===== config.mk =====
export PLATFORM = sky130hd
export DESIGN_NAME = xy_scan_counter
export DESIGN_NICKNAME = d
export VERILOG_FILES = /design/src/rtl/xy_scan_counter.sv
export SDC_FILE = /design/constraint.sdc
export NUM_CORES = 1
export LEC_CHECK = 0
export CAP_MARGIN = 15
export CORE_AREA = 2 2 98 100
export DETAILED_ROUTE_END_ITERATION = 10
export DIE_AREA = 0 0 100 102
export GPL_ROUTABILITY_DRIVEN = 0
export SYNTH_ARGS = -nofsm -noshare
export SYNTH_HDL_FRONTEND = slang
export SYNTH_SLANG_ARGS = --single-unit

===== constraint.sdc =====
create_clock -name clk -period 4.73 [get_ports clk]
set_clock_uncertainty 0.2 [all_clocks]
set_input_delay 1.419 -clock clk [delete_from_list [all_inputs] [get_ports clk]]
set_output_delay 1.419 -clock clk [all_outputs]
set_load 0.01 [all_outputs]

===== src/rtl/xy_scan_counter.sv =====
// Paired X/Y coordinate scanner for the VGA plot path: walks a rectangle, a row
// or a column between latched inclusive bounds, with start/busy/done handshake.
module xy_scan_counter #(
  parameter int XW = 8,
  parameter int YW = 7,
  parameter int CW = XW + YW
) (
  input  logic          clk,
  input  logic          reset,
  input  logic          start,
  input  logic          enable,
  input  logic [1:0]    mode,
  input  logic [XW-1:0] x_start,
  input  logic [XW-1:0] x_end,
  input  logic [YW-1:0] y_start,
  input  logic [YW-1:0] y_end,
  output logic [XW-1:0] x,
  output logic [YW-1:0] y,
  output logic          plot,
  output logic          busy,
  output logic          done,
  output logic          err,
  output logic [CW-1:0] count
);

  localparam logic [1:0] IDLE = 2'd0;
  localparam logic [1:0] RUN  = 2'd1;
  localparam logic [1:0] DONE = 2'd2;

  localparam logic [1:0] MODE_ROW = 2'b01;
  localparam logic [1:0] MODE_COL = 2'b10;

  logic [1:0]    state_q, state_d;
  logic [XW-1:0] x_q, x_d;
  logic [YW-1:0] y_q, y_d;
  logic [CW-1:0] count_q, count_d;
  logic [1:0]    mode_q, mode_d;
  logic [XW-1:0] xs_q, xs_d, xe_q, xe_d;
  logic [YW-1:0] ys_q, ys_d, ye_q, ye_d;
  logic          err_q, err_d;

  logic bounds_ok;
  logic last_pt;

  // Row mode ignores y_end and column mode ignores x_end, so only the active axes are checked.
  always_comb begin
    bounds_ok = 1'b0;
    case (mode)
      MODE_ROW: bounds_ok = (x_start <= x_end);
      MODE_COL: bounds_ok = (y_start <= y_end);
      default:  bounds_ok = (x_start <= x_end) && (y_start <= y_end);
    endcase
  end

  always_comb begin
    last_pt = 1'b0;
    case (mode_q)
      MODE_ROW: last_pt = (x_q == xe_q);
      MODE_COL: last_pt = (y_q == ye_q);
      default:  last_pt = (x_q == xe_q) && (y_q == ye_q);
    endcase
  end

  always_comb begin
    state_d = state_q;
    x_d     = x_q;
    y_d     = y_q;
    count_d = count_q;
    mode_d  = mode_q;
    xs_d    = xs_q;
    xe_d    = xe_q;
    ys_d    = ys_q;
    ye_d    = ye_q;
    err_d   = 1'b0;
    case (state_q)
      IDLE: begin
        if (start) begin
          if (bounds_ok) begin
            mode_d  = mode;
            xs_d    = x_start;
            xe_d    = x_end;
            ys_d    = y_start;
            ye_d    = y_end;
            x_d     = x_start;
            y_d     = y_start;
            count_d = '0;
            state_d = RUN;
          end else begin
            err_d = 1'b1;
          end
        end
      end
      RUN: begin
        if (enable) begin
          count_d = count_q + CW'(1);
          // Coordinates only advance when not at the end point, so x_end at full scale never overflows.
          if (last_pt) begin
            state_d = DONE;
          end else begin
            case (mode_q)
              MODE_ROW: x_d = x_q + XW'(1);
              MODE_COL: y_d = y_q + YW'(1);
              default: begin
                if (x_q != xe_q) begin
                  x_d = x_q + XW'(1);
                end else begin
                  x_d = xs_q;
                  y_d = y_q + YW'(1);
                end
              end
            endcase
          end
        end
      end
      DONE:    state_d = IDLE;
      default: state_d = IDLE;
    endcase
  end

  always_ff @(posedge clk) begin
    if (!reset) begin
      state_q <= IDLE;
      x_q     <= '0;
      y_q     <= '0;
      count_q <= '0;
      mode_q  <= '0;
      xs_q    <= '0;
      xe_q    <= '0;
      ys_q    <= '0;
      ye_q    <= '0;
      err_q   <= 1'b0;
    end else begin
      state_q <= state_d;
      x_q     <= x_d;
      y_q     <= y_d;
      count_q <= count_d;
      mode_q  <= mode_d;
      xs_q    <= xs_d;
      xe_q    <= xe_d;
      ys_q    <= ys_d;
      ye_q    <= ye_d;
      err_q   <= err_d;
    end
  end

  assign x     = x_q;
  assign y     = y_q;
  assign count = count_q;
  assign plot  = (state_q == RUN) & enable;
  assign busy  = (state_q == RUN);
  assign done  = (state_q == DONE);
  assign err   = err_q;

endmodule


==> summary.txt <==
yosys + openroad results -> share of final-layout standard cells stronger than drive strength 1 0.0745, maximum fanout encountered on the critical timing path 5, relative contribution of combinational cells to total power 0.302, vias in the first global route 3,055, fraction of power spent switching nets 0.332, final setup vio count 0, number of unique standard cell types used by synthesis 51, number of antenna violations at the first check in global routing 0, initial core utilization 0.379, TritonCTS clock tree yes, post-synthesis chip area from yosys 0.00345 mm2, Leak Pwr 0.00176 uW, number of placed I/O pins 70, capturing instance or port of the critical path plot, total count of max-transition violations in the final report 0, Total Routed Length 9.21 mm, fraction of area in clock buffers and inverters 0.0342, OpenROAD warning count 28, HPWL reported at the end of detailed placement 6.87 mm, RR Startpoint y[4]$_SDFFE_PN0P_, Synth-to-Final Area Change 28.3%, portion of the post-synthesis area used by sequential elements 0.337, Min-Delay Startpoint xs_q[0]$_SDFFE_PN0P_, number of logic gates 308, clock period minus worst slack 4.30 ns, Avg Inst Size Synth 8.45 um2, WL/cell 15.5 um, placeable core region 0.00911 mm2, Well-Tap Cells 111, Crit path required time 3.11 ns, DRC Markers 0, global-route wire length before repair 15.1 mm, cell count of the worst reg-to-reg path 7, routed vias/inst 5.37, worst slack after detailed placement 0.332 ns, count of vias placed by the detailed router 3,189, Combinational Area 0.00211 mm2, buffer depth of the longest clock path 2, number of cells in Yosys stat 408, endpoint type of the worst setup path primary output, run status completed, placement row count 35, count of input and output buffers 69, Synthesis Warnings 0, total power after layout 1370 uW, commonest non-fill, non-tap cells in the layout 69 x sky130_fd_sc_hd__clkdlybuf4s50_1, 58 x sky130_fd_sc_hd__dfxtp_1, 55 x sky130_fd_sc_hd__nor2_1, 33 x sky130_fd_sc_hd__nand2_1, 30 x sky130_fd_sc_hd__mux2i_1, die outline height 102 um, Cells after Synth 408, count of routing violations after the opening detailed-route iteration 86, pin slew with the least headroom to its limit 0.676 ns, share of total power in the clock network 0.274, clock transition time at the flip-flop clock pins of the worst setup and hold paths 0.06 ns, Clk Tree Root Cell sky130_fd_sc_hd__clkbuf_8, number of flops mapped to enable cells by yosys 0, number of logic inverters in the finished layout 24, worst vdd rail ir drop 226 uV, unrepaired setup endpoints after global routing false, total die size 0.0102 mm2, Worst Setup Slack, final 0.430 ns, Hold WC Path Type flop to flop, share of power burned in registers 0.425, share of async-settable or async-resettable flops after synthesis 0, global route total overflow 0, filler cell count in the final layout 919, Layout clock buffers 11, number of cells on the worst hold path 2, non-clock buffer share of cell area 0.174, Die Width 100 um, final-layout worst hold slack 0.299 ns, internal cell power 913 uW, relative slew slack 0.549, max-cap viol count 0, power per unit of standard cell area 309 mW/mm2, number of buffers other than clock buffers in the final layout 78, Final Hold Viols 0, Fmax 0.233 GHz, main flop type sky130_fd_sc_hd__dfxtp_1, count of hold buffers inserted by post-cts repair 0, reg2reg end x[7]$_SDFFE_PN0P_, worst endpoint data arrival time 2.68 ns, antenna viol nets, final 0, ys flops 58
[worst max-delay path, cell delays in order]
cell	delay, ns
sky130_fd_sc_hd__clkdlybuf4s50_1	0.50
sky130_fd_sc_hd__nand2_1	0.08
sky130_fd_sc_hd__inv_1	0.12
sky130_fd_sc_hd__clkdlybuf4s50_1	0.56
[power groups by stage]
stage	registers, uW	clock network (uW)	logic, uW
CTS	581	386	416
finish	581	374	412
global route	588	407	457
global placement	590	0	409
detailed placement	591	0	413
floorplan	582	0	264
[routing by layer]
layer  vias up  wire length [um]  share of wire  GRT usage
met3        10               403          0.044     0.0342
met5         -                 0              0          0
met4         0               156          0.017     0.0759
met2        91              4450           0.48      0.317
met1      1499              4200           0.46      0.239
li1       1589                 -              -          -
[flip-flops by register name, summed over array words and instances, names as in the netlist]
register,cells
y,7
mode_q,2
x,8
xs_q,8
ye_q,7
count,15
xe_q,8
state_q,2
err,1
[cell usage after synthesis, drive strengths merged, types with 12 or more instances]
cell type	number	share of area
a21oi	19	0.028
clkbuf	12	0.013
dfxtp	58	0.34
o31ai	12	0.026
ha	22	0.080
xnor2	16	0.041
nor2	55	0.060
o21ai	16	0.023
inv	23	0.025
and3	14	0.025
nand2	33	0.036
mux2i	30	0.087
[cell families after synthesis]
logic type / count (synthesis) / share of synthesized area
buf+inv: 42 / 0.0530
compound gates: 78 / 0.157
flops: 58 / 0.337
fa+ha+maj: 22 / 0.0798
xor+xnor: 26 / 0.0660
mux: 32 / 0.0936
simple gates: 150 / 0.214
[per-stage QoR]
stage | cells | instance area (um2)
global placement | 579 | 4270
finish | 594 | 4420
CTS | 594 | 4420
global route | 594 | 4420
detailed placement | 579 | 4270
floorplan | 408 | 3450
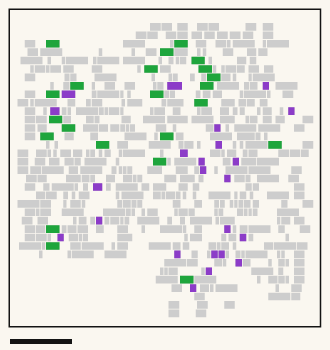
Figure 1: gate-type map.
The bar under the picture is 20 um long.
- green: adder and majority cells (cells 22)
- purple: AND and OR gates (cells 23)
combinational share of cell area: 0.477
leading cell type in the layout, fill and taps excluded: sky130_fd_sc_hd__clkdlybuf4s50_1

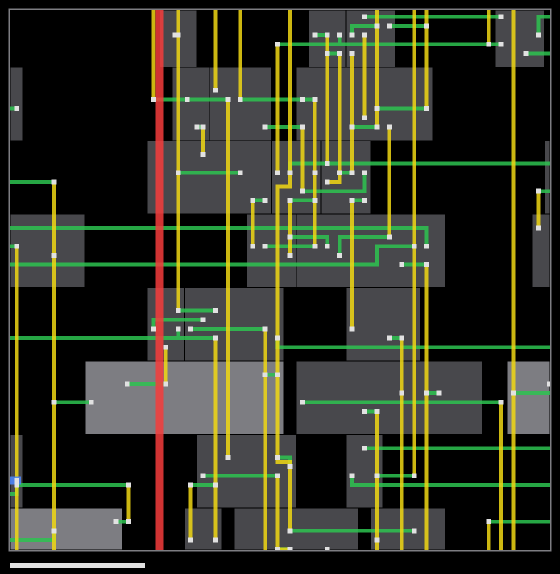
Figure 2: zoomed window.
The bar under the picture is 5 um long. Region (40, 61) to (60, 81) um. Cells in grey, sequential cells in the stronger grey; small squares are vias.
- yellow: metal 2
- blue: metal 3
- green: metal 1
- red: metal 4
- cells with their middle in the window: 24
- most frequent: nor2_1 (3), o21ai_0 (3)
- netlist names of flops here include: `mode_q` (1), `x` (1)
- sequential cells in the window: 2

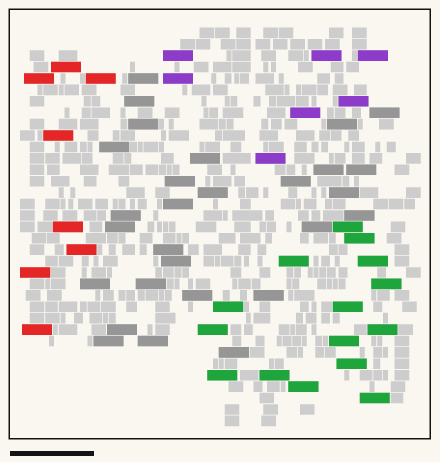
Figure 3: sequential cells grouped by signal name.
The bar under the picture is 20 um long. Other sequential cells in the stronger grey, the rest of the logic in the fainter grey.
- green: `count` (sequential cells 15)
- red: `xe_q` (sequential cells 8)
- purple: `ye_q` (sequential cells 7)
- not coloured: 28
Sequential cell area: 0.00116 mm2
utilization of the core after routing: 0.486
flip-flop and latch share of the layout cell area: 0.262
Power Sequential: 581 uW

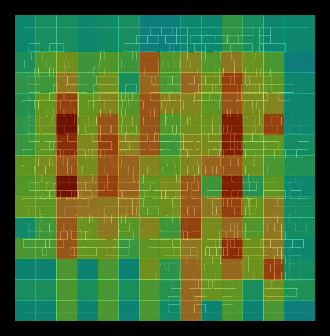
Figure 4: congestion heat map.
global-route track usage on met1: 0.239
Total GRT Usage: 0.188
peak-usage layer in the global routing report: met2

Power and IR drop assume default switching activity.
